`src/rtl/multicycle_control_if.sv`:
```
// Control bundle between the multi-cycle sequencer and the MIPS datapath/memory.
// The sequencer is the master: it samples opcode/mem_ready and drives every control.
interface multicycle_control_if #(
    parameter int CNT_W = 16
);
    logic [5:0]       opcode;
    logic             mem_ready;
    logic             PCWrite;
    logic             PCWriteCond;
    logic             IorD;
    logic             IRWrite;
    logic             MemRead;
    logic             MemWrite;
    logic             MemtoReg;
    logic             RegDst;
    logic             RegWrite;
    logic             ALUsrcA;
    logic             BranchNE;
    logic [1:0]       ALUsrcB;
    logic [2:0]       ALUop;
    logic [1:0]       PCSource;
    logic             illegal;
    logic [CNT_W-1:0] retired;

    modport master (
        input  opcode, mem_ready,
        output PCWrite, PCWriteCond, IorD, IRWrite, MemRead, MemWrite, MemtoReg,
               RegDst, RegWrite, ALUsrcA, BranchNE, ALUsrcB, ALUop, PCSource,
               illegal, retired
    );

    modport slave (
        output opcode, mem_ready,
        input  PCWrite, PCWriteCond, IorD, IRWrite, MemRead, MemWrite, MemtoReg,
               RegDst, RegWrite, ALUsrcA, BranchNE, ALUsrcB, ALUop, PCSource,
               illegal, retired
    );
endinterface

```
`src/rtl/multicycle_control.sv`:
```
// Multi-cycle MIPS sequencer: steps lw/sw/addi/R-type/beq/bne through IF..WB,
// drives all datapath controls and counts retired instructions.
module multicycle_control #(
    parameter int CNT_W = 16
) (
    input  logic                 clk,
    input  logic                 rst_n,
    multicycle_control_if.master bus
);
    typedef enum logic [3:0] {
        S_IDLE, S_IF, S_ID, S_MA, S_MR, S_WBM, S_MW,
        S_EXR, S_WBR, S_EXI, S_WBI, S_BR
    } state_t;

    localparam logic [5:0] OP_RTYPE = 6'b000000;
    localparam logic [5:0] OP_LW    = 6'b100011;
    localparam logic [5:0] OP_SW    = 6'b101011;
    localparam logic [5:0] OP_ADDI  = 6'b001000;
    localparam logic [5:0] OP_BEQ   = 6'b000100;
    localparam logic [5:0] OP_BNE   = 6'b000101;
    localparam logic [CNT_W-1:0] CNT_ONE = {{(CNT_W-1){1'b0}}, 1'b1};

    state_t           state;
    logic [5:0]       op_q;
    logic [CNT_W-1:0] retired_q;
    logic             op_legal;
    logic             retire;

    always_comb begin
        op_legal = 1'b0;
        case (bus.opcode)
            OP_RTYPE, OP_LW, OP_SW, OP_ADDI, OP_BEQ, OP_BNE: op_legal = 1'b1;
            default: op_legal = 1'b0;
        endcase
    end

    // An instruction retires on the edge that takes its last state back to IF.
    assign retire = (state == S_WBM) || (state == S_WBR) || (state == S_WBI) ||
                    (state == S_BR)  || ((state == S_MW) && bus.mem_ready);

    always_ff @(posedge clk or negedge rst_n) begin
        if (!rst_n) begin
            state     <= S_IDLE;
            op_q      <= '0;
            retired_q <= '0;
        end else begin
            if (retire) retired_q <= retired_q + CNT_ONE;
            case (state)
                S_IDLE: state <= S_IF;
                S_IF:   if (bus.mem_ready) state <= S_ID;
                S_ID: begin
                    op_q <= bus.opcode;
                    case (bus.opcode)
                        OP_LW, OP_SW:    state <= S_MA;
                        OP_RTYPE:        state <= S_EXR;
                        OP_ADDI:         state <= S_EXI;
                        OP_BEQ, OP_BNE:  state <= S_BR;
                        default:         state <= S_IF;
                    endcase
                end
                S_MA:   state <= (op_q == OP_LW) ? S_MR : S_MW;
                S_MR:   if (bus.mem_ready) state <= S_WBM;
                S_MW:   if (bus.mem_ready) state <= S_IF;
                S_EXR:  state <= S_WBR;
                S_EXI:  state <= S_WBI;
                S_WBM, S_WBR, S_WBI, S_BR: state <= S_IF;
                default: state <= S_IDLE;
            endcase
        end
    end

    assign bus.retired = retired_q;

    always_comb begin
        bus.PCWrite     = 1'b0;
        bus.PCWriteCond = 1'b0;
        bus.IorD        = 1'b0;
        bus.IRWrite     = 1'b0;
        bus.MemRead     = 1'b0;
        bus.MemWrite    = 1'b0;
        bus.MemtoReg    = 1'b0;
        bus.RegDst      = 1'b0;
        bus.RegWrite    = 1'b0;
        bus.ALUsrcA     = 1'b0;
        bus.BranchNE    = 1'b0;
        bus.ALUsrcB     = 2'b00;
        bus.ALUop       = 3'b000;
        bus.PCSource    = 2'b00;
        bus.illegal     = 1'b0;
        case (state)
            S_IF: begin
                bus.MemRead = 1'b1;
                bus.ALUsrcB = 2'b01;
                bus.IRWrite = bus.mem_ready;
                bus.PCWrite = bus.mem_ready;
            end
            S_ID: begin
                bus.ALUsrcB = 2'b11;
                bus.illegal = ~op_legal;
            end
            S_MA, S_EXI: begin
                bus.ALUsrcA = 1'b1;
                bus.ALUsrcB = 2'b10;
            end
            S_MR: begin
                bus.MemRead = 1'b1;
                bus.IorD    = 1'b1;
            end
            S_WBM: begin
                bus.RegWrite = 1'b1;
                bus.MemtoReg = 1'b1;
            end
            S_MW: begin
                bus.MemWrite = 1'b1;
                bus.IorD     = 1'b1;
            end
            S_EXR: begin
                bus.ALUsrcA = 1'b1;
                bus.ALUop   = 3'b010;
            end
            S_WBR: begin
                bus.RegWrite = 1'b1;
                bus.RegDst   = 1'b1;
            end
            S_WBI: bus.RegWrite = 1'b1;
            S_BR: begin
                bus.ALUsrcA     = 1'b1;
                bus.ALUop       = 3'b001;
                bus.PCWriteCond = 1'b1;
                bus.PCSource    = 2'b01;
                bus.BranchNE    = (op_q == OP_BNE);
            end
            default: ;
        endcase
    end
endmodule
```
`src/flat_wrapper.sv`:
```
// flat-port wrapper written by rule: the top's interface ports become plain ports
module multicycle_control_flat 
#(
    parameter int CNT_W = 16
)
  (clk, rst_n, bus_opcode, bus_mem_ready, bus_PCWrite, bus_PCWriteCond, bus_IorD, bus_IRWrite, bus_MemRead, bus_MemWrite, bus_MemtoReg, bus_RegDst, bus_RegWrite, bus_ALUsrcA, bus_BranchNE, bus_ALUsrcB, bus_ALUop, bus_PCSource, bus_illegal, bus_retired);
  multicycle_control_if #(.CNT_W(CNT_W)) bus_i ();
  input  logic clk;
  input  logic rst_n;
  input wire logic [$bits(bus_i.opcode)-1:0] bus_opcode;
  input wire logic [$bits(bus_i.mem_ready)-1:0] bus_mem_ready;
  output wire logic [$bits(bus_i.PCWrite)-1:0] bus_PCWrite;
  output wire logic [$bits(bus_i.PCWriteCond)-1:0] bus_PCWriteCond;
  output wire logic [$bits(bus_i.IorD)-1:0] bus_IorD;
  output wire logic [$bits(bus_i.IRWrite)-1:0] bus_IRWrite;
  output wire logic [$bits(bus_i.MemRead)-1:0] bus_MemRead;
  output wire logic [$bits(bus_i.MemWrite)-1:0] bus_MemWrite;
  output wire logic [$bits(bus_i.MemtoReg)-1:0] bus_MemtoReg;
  output wire logic [$bits(bus_i.RegDst)-1:0] bus_RegDst;
  output wire logic [$bits(bus_i.RegWrite)-1:0] bus_RegWrite;
  output wire logic [$bits(bus_i.ALUsrcA)-1:0] bus_ALUsrcA;
  output wire logic [$bits(bus_i.BranchNE)-1:0] bus_BranchNE;
  output wire logic [$bits(bus_i.ALUsrcB)-1:0] bus_ALUsrcB;
  output wire logic [$bits(bus_i.ALUop)-1:0] bus_ALUop;
  output wire logic [$bits(bus_i.PCSource)-1:0] bus_PCSource;
  output wire logic [$bits(bus_i.illegal)-1:0] bus_illegal;
  output wire logic [$bits(bus_i.retired)-1:0] bus_retired;
  assign bus_i.opcode = bus_opcode;
  assign bus_i.mem_ready = bus_mem_ready;
  assign bus_PCWrite = bus_i.PCWrite;
  assign bus_PCWriteCond = bus_i.PCWriteCond;
  assign bus_IorD = bus_i.IorD;
  assign bus_IRWrite = bus_i.IRWrite;
  assign bus_MemRead = bus_i.MemRead;
  assign bus_MemWrite = bus_i.MemWrite;
  assign bus_MemtoReg = bus_i.MemtoReg;
  assign bus_RegDst = bus_i.RegDst;
  assign bus_RegWrite = bus_i.RegWrite;
  assign bus_ALUsrcA = bus_i.ALUsrcA;
  assign bus_BranchNE = bus_i.BranchNE;
  assign bus_ALUsrcB = bus_i.ALUsrcB;
  assign bus_ALUop = bus_i.ALUop;
  assign bus_PCSource = bus_i.PCSource;
  assign bus_illegal = bus_i.illegal;
  assign bus_retired = bus_i.retired;
  multicycle_control #(.CNT_W(CNT_W)) u_core (.clk(clk), .rst_n(rst_n), .bus(bus_i));
endmodule
```
`config.mk`:
```
export PLATFORM = sky130hd
export DESIGN_NAME = multicycle_control_flat
export DESIGN_NICKNAME = d
export VERILOG_FILES = /design/src/rtl/multicycle_control_if.sv /design/src/rtl/multicycle_control.sv /design/src/flat_wrapper.sv
export SDC_FILE = /design/constraint.sdc
export NUM_CORES = 1
export LEC_CHECK = 0
export CAP_MARGIN = 20
export CORE_MARGIN = 10
export CORE_UTILIZATION = 42
export CTS_CLUSTER_DIAMETER = 120
export DETAILED_ROUTE_END_ITERATION = 6
export GPL_TIMING_DRIVEN = 0
export PLACE_DENSITY = 0.72
export SLEW_MARGIN = 20
export SYNTH_ARGS = -nofsm -noshare
export SYNTH_HDL_FRONTEND = slang
export SYNTH_SLANG_ARGS = --single-unit
```
`constraint.sdc`:
```
create_clock -name clk -period 1.5 [get_ports clk]
set_input_delay 0.3 -clock clk [delete_from_list [all_inputs] [get_ports clk]]
set_output_delay 0.3 -clock clk [all_outputs]
set_load 0.02 [all_outputs]
```
==> flow_summary.yaml <==
# generated from flow reports
run_status:
  run_status: "finished, violations left"
  failing_checks: "negative setup slack"
timing:
  post_route_minimum_period_ns: 1.83
  finClkSkew_ns: 0.00680
  tightest_slew_ns: 0.557
  final.period_utilization_pct: 122
  max-slew-margin-rel_pct: 62.9
  setup_total_negative_slack_ns: -6.91
  maxClockFrequency_mhz: 545
  grt_setup_unrepaired: "yes"
  final_critical_path_setup_slack_ns: -0.335
  timing.final.setup_violations: 33
  finalHoldViolCount: 0
  slew_viol_final: 0
drt:
  totalWireLength_mm: 4.57
  detail_route.iter0.violations: 39
  final_routed_wire_length_divided_by_cell_count_um: 17.4
  drc_errors: 0
  length_of_routed_met3_wiring_um: 322
  drt_pass1_iterations: 4
  detailroute.via_count: 1418
  m1WireLength_mm: 1.84
  met2_length_mm: 2.35
  top_signal_layer_used: "met4"
  antenna_violating_nets_post_route: 0
  via_per_inst: 5.39
power_and_ir_drop:
  comb_power_share_pct: 62.1
  internal-power_mw: 2.46
  sequential_share_of_power_pct: 26.6
  power_switching_share_pct: 40.6
  fin_total_pwr_mw: 4.15
  power.density_mw_per_mm2: 1630
  net-switching-power_mw: 1.68
  p_clk_share_pct: 11.3
  p_leak_nw: 1.27
grt:
  maximum_number_of_pins_on_one_net_before_global_route_repair: 27
  wire_length_of_the_first_global_routing_pass_mm: 7.22
  use_met2_pct: 23.4
  grt_overflow: 0
  globalRouteTotalUtil_pct: 13.6
  use_met3_pct: 3.90
  gr-usage-met1_pct: 15.5
  grt_pass1_vias: 1496
  gr-max-usage-layer: "met2"
  grt_antenna_before_repair: 0
clocking:
  cts-buffers-inserted: 3
  max-clock-path-buffers: 2
  tritoncts: "built"
  cts.htree.levels: 1
  clk_root_buffer_cell: "sky130_fd_sc_hd__clkbuf_4"
  cts.sink_count: 26
  path_clk_slew_ns: 0.14
  clk_latency_ns: 0.31
final_layout:
  final-clk-cell-share_pct: 2.06
  layout.nonclk_buf_share_pct: 27.0
  nonClockBufferCount: 75
  logic_gate_fraction_of_the_total_cell_area_pct: 42.7
  inverters_excl_clock: 2
  layout-area-overhead-vs-synth_pct: 67.7
  nets: 228
  logic_gate_count: 110
  clkbuf_count: 3
  fillerInstances: 222
  antennaDiodeCount: 0
  ff_latch_area_sq_um: 656
  drive_gt1_share_pct: 50.2
  layout.area.top_class: "logic gates"
  flop-count: 26
  combGateArea_sq_mm: 0.00109
min_path:
  hold_class: "in -> reg"
  worst_hold_startpoint: "bus_opcode[0]"
synth:
  async_sr_flop_fraction_pct: 100
  synth.yosys.warnings: 0
  topCellsByArea: "sky130_fd_sc_hd__dfrtp_1, sky130_fd_sc_hd__xor2_1, sky130_fd_sc_hd__mux2_2"
  synth.yosys.chip_area_sq_mm: 0.00152
  ys_types: 44
  area_fraction_of_the_dominant_cell_type_after_synthesis_pct: 42.8
  post_synth_inst_count: 146
  number_of_enable_type_register_cells_in_the_synthesized_netlist: 0
  yosys-stat-cells: 146
  synth.yosys.seq_area_share_pct: 42.8
  top_cell: "sky130_fd_sc_hd__dfrtp_1"
  numSynthFlops: 26
  ys_top_cells_by_count: "sky130_fd_sc_hd__dfrtp_1, sky130_fd_sc_hd__xor2_1, sky130_fd_sc_hd__nor2_1"
  synth.largest_area_cell: "sky130_fd_sc_hd__dfrtp_1"
  syn-mean-instance-area_sq_um: 10.4
  synth_top_flop_cell: "sky130_fd_sc_hd__dfrtp_1"
  syn-cell-area_sq_mm: 0.00152
critical_path:
  crit_required_ns: 1.20
  worstSetupPathType: "reg -> out"
  worst_path_largest_cell_delay_ns: 0.44
  critPathSlowestCell: "sky130_fd_sc_hd__dfrtp_1"
  critical_path.startpoint_type: "register"
  most_common_cell_on_crit_path: "sky130_fd_sc_hd__buf_4"
  ff2ff_setup_slack_ns: -0.28
  cp_max_fo: 10
  data_arrival_time_of_the_critical_path_ns: 1.53
  startpoint: "u_core.state[3]$_DFFE_PN0P_"
  cp_cell_sequence: "buf_4, nor3_4, nand2_2, a21oi_4, buf_4"
  worst_setup_path_end_kind: "primary output"
  regToRegStartpoint: "u_core.state[0]$_DFFE_PN0P_"
placement:
  placement.io_buffers: 41
  dp_hpwl_mm: 2.80
  globalplace.congestion: 0.858
floorplanning:
  chip_area_sq_mm: 0.00643
  tapCellCount: 46
  initial_core_util_pct: 44.5
  boundaryPins: 44
flow_run:
  log.warning_count: 29
  drv.max_cap_violation_count: 0
placed cells by master (no fill, tap or decap), types with 3 or more instances in the layout:
| master | netlist | layout |
|---|---|---|
| sky130_fd_sc_hd__buf_4 | 4 | 28 |
| sky130_fd_sc_hd__dfrtp_1 | 26 | 22 |
| sky130_fd_sc_hd__buf_6 | 1 | 19 |
| sky130_fd_sc_hd__dlygate4sd2_1 | 0 | 19 |
| sky130_fd_sc_hd__xor2_1 | 13 | 13 |
| sky130_fd_sc_hd__nand2b_4 | 0 | 7 |
| sky130_fd_sc_hd__nor3_2 | 5 | 7 |
| sky130_fd_sc_hd__nand2_1 | 7 | 5 |
| sky130_fd_sc_hd__a21oi_1 | 6 | 5 |
| sky130_fd_sc_hd__nor2_4 | 0 | 5 |
| sky130_fd_sc_hd__nor2_1 | 12 | 5 |
| sky130_fd_sc_hd__nand3_1 | 6 | 5 |
| sky130_fd_sc_hd__mux2_2 | 5 | 5 |
| sky130_fd_sc_hd__nor4b_4 | 0 | 4 |
| sky130_fd_sc_hd__nand4_1 | 4 | 4 |
| sky130_fd_sc_hd__dfrtp_2 | 0 | 4 |
| sky130_fd_sc_hd__clkbuf_4 | 0 | 3 |
per-stage QoR:
| stage | utilization (%) | hold WS (ns) | setup WS (ns) | area, sq um | std cells |
|---|---|---|---|---|---|
| final | 74.6 | 0.397 | -0.335 | 2550 | 263 |
| after global routing | 74.6 | 0.384 | -0.420 | 2550 | 263 |
| after CTS | 69.9 | 0.431 | -0.308 | 2390 | 256 |
| after detailed placement | 60.1 | 0.480 | -0.906 | 2050 | 234 |
| after global placement | 60.1 | 0.460 | -0.874 | 2050 | 234 |
| after floorplan | - | 0.00441 | -0.130 | 1590 | 147 |
kinds of logic after synthesis:
family / synth area share, %
multiplexers: 6.58
other: 0.247
buffers and inverters: 4.36
AND-OR/OR-AND: 9.63
flip-flops: 42.8
adder cells (fa/ha/maj): 0.823
XOR/XNOR: 9.22
AND/OR/NAND/NOR: 26.3
sequential cells by signal (all words and copies together) (netlist names):
| register | count |
|---|---|
| u_core.state | 4 |
| u_core.bus.retired | 16 |
| u_core.op_q | 6 |
worst paths after layout:
kind | cells after the start | endpoint
min in group asynchronous | 2 | u_core.bus.retired[8]$_DFFE_PN0P_
max | 5 | bus_illegal
max in group asynchronous | 2 | u_core.bus.retired[9]$_DFFE_PN0P_
min reg2reg | 1 | u_core.bus.retired[8]$_DFFE_PN0P_
max reg2reg | 5 | u_core.bus.retired[1]$_DFFE_PN0P_
min | 2 | u_core.op_q[0]$_DFFE_PN0P_
power groups by stage:
stage                     registers, mW  clock network [mW]  logic [mW]
after global placement             1.08                   0        1.74
after floorplan                    1.12                   0        1.11
final                              1.10               0.468        2.57
after global routing               1.13               0.503        2.74
after detailed placement           1.10                   0        1.76
after CTS                          1.08               0.487        2.24
critical path, delay by kind of cell (launching register included):
family | cells | cell delay, ns
simple gates | 2 | 0.31
flops | 1 | 0.44
buf+inv | 2 | 0.36
compound gates | 1 | 0.11
timing repair:
item                                    in CTS  in global routing
resized                                    155                 23
gates cloned                                 1                  0
endpoints found under the hold margin        0                 26
endpoints found under the setup margin      58                 44
setup buffers                               17                  7
hold buffers                                 0                  1
pin swaps                                   11                  7
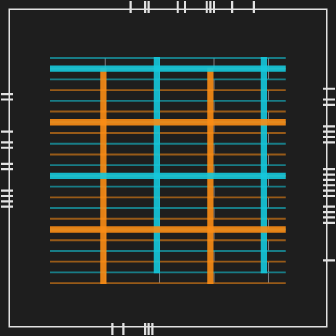
(supply network)
Pins as bars on the die edge. Tap cells in gray.
Key: VSS = orange; VDD = cyan
4 straps on met4. 46 tap cells.
largest vdd supply drop: 871 uV
DIE WIDTH: 80.2 um
Core Footprint: 0.00342 sq mm
die y size: 80.2 um

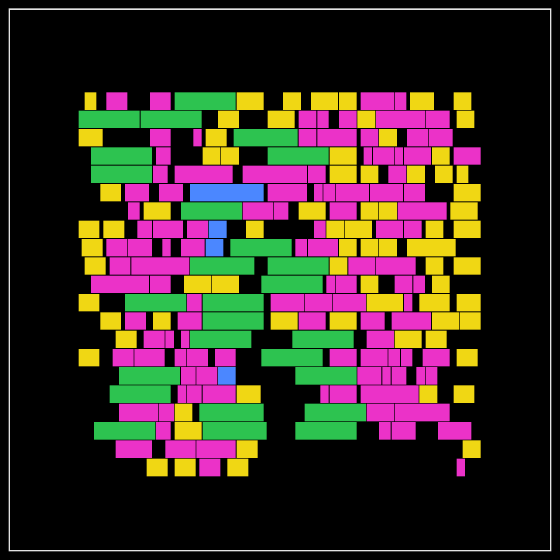
(placement by cell class)
Key: registers = green [cells 26, share of their area 26%]; remaining buffers and delay cells = yellow [cells 75, share of their area 28%]; clock drivers and dummy loads = blue [cells 4, share of their area 2.1%]; remaining logic cells = magenta [cells 112, share of their area 44%]
proportion of cell area occupied by registers: 25.7%
Final Util: 74.6%
number of rows in the core area: 21
Post-Layout Inst Area: 0.00255 sq mm

No activity file was given, so power comes from the tool's default toggle rates.
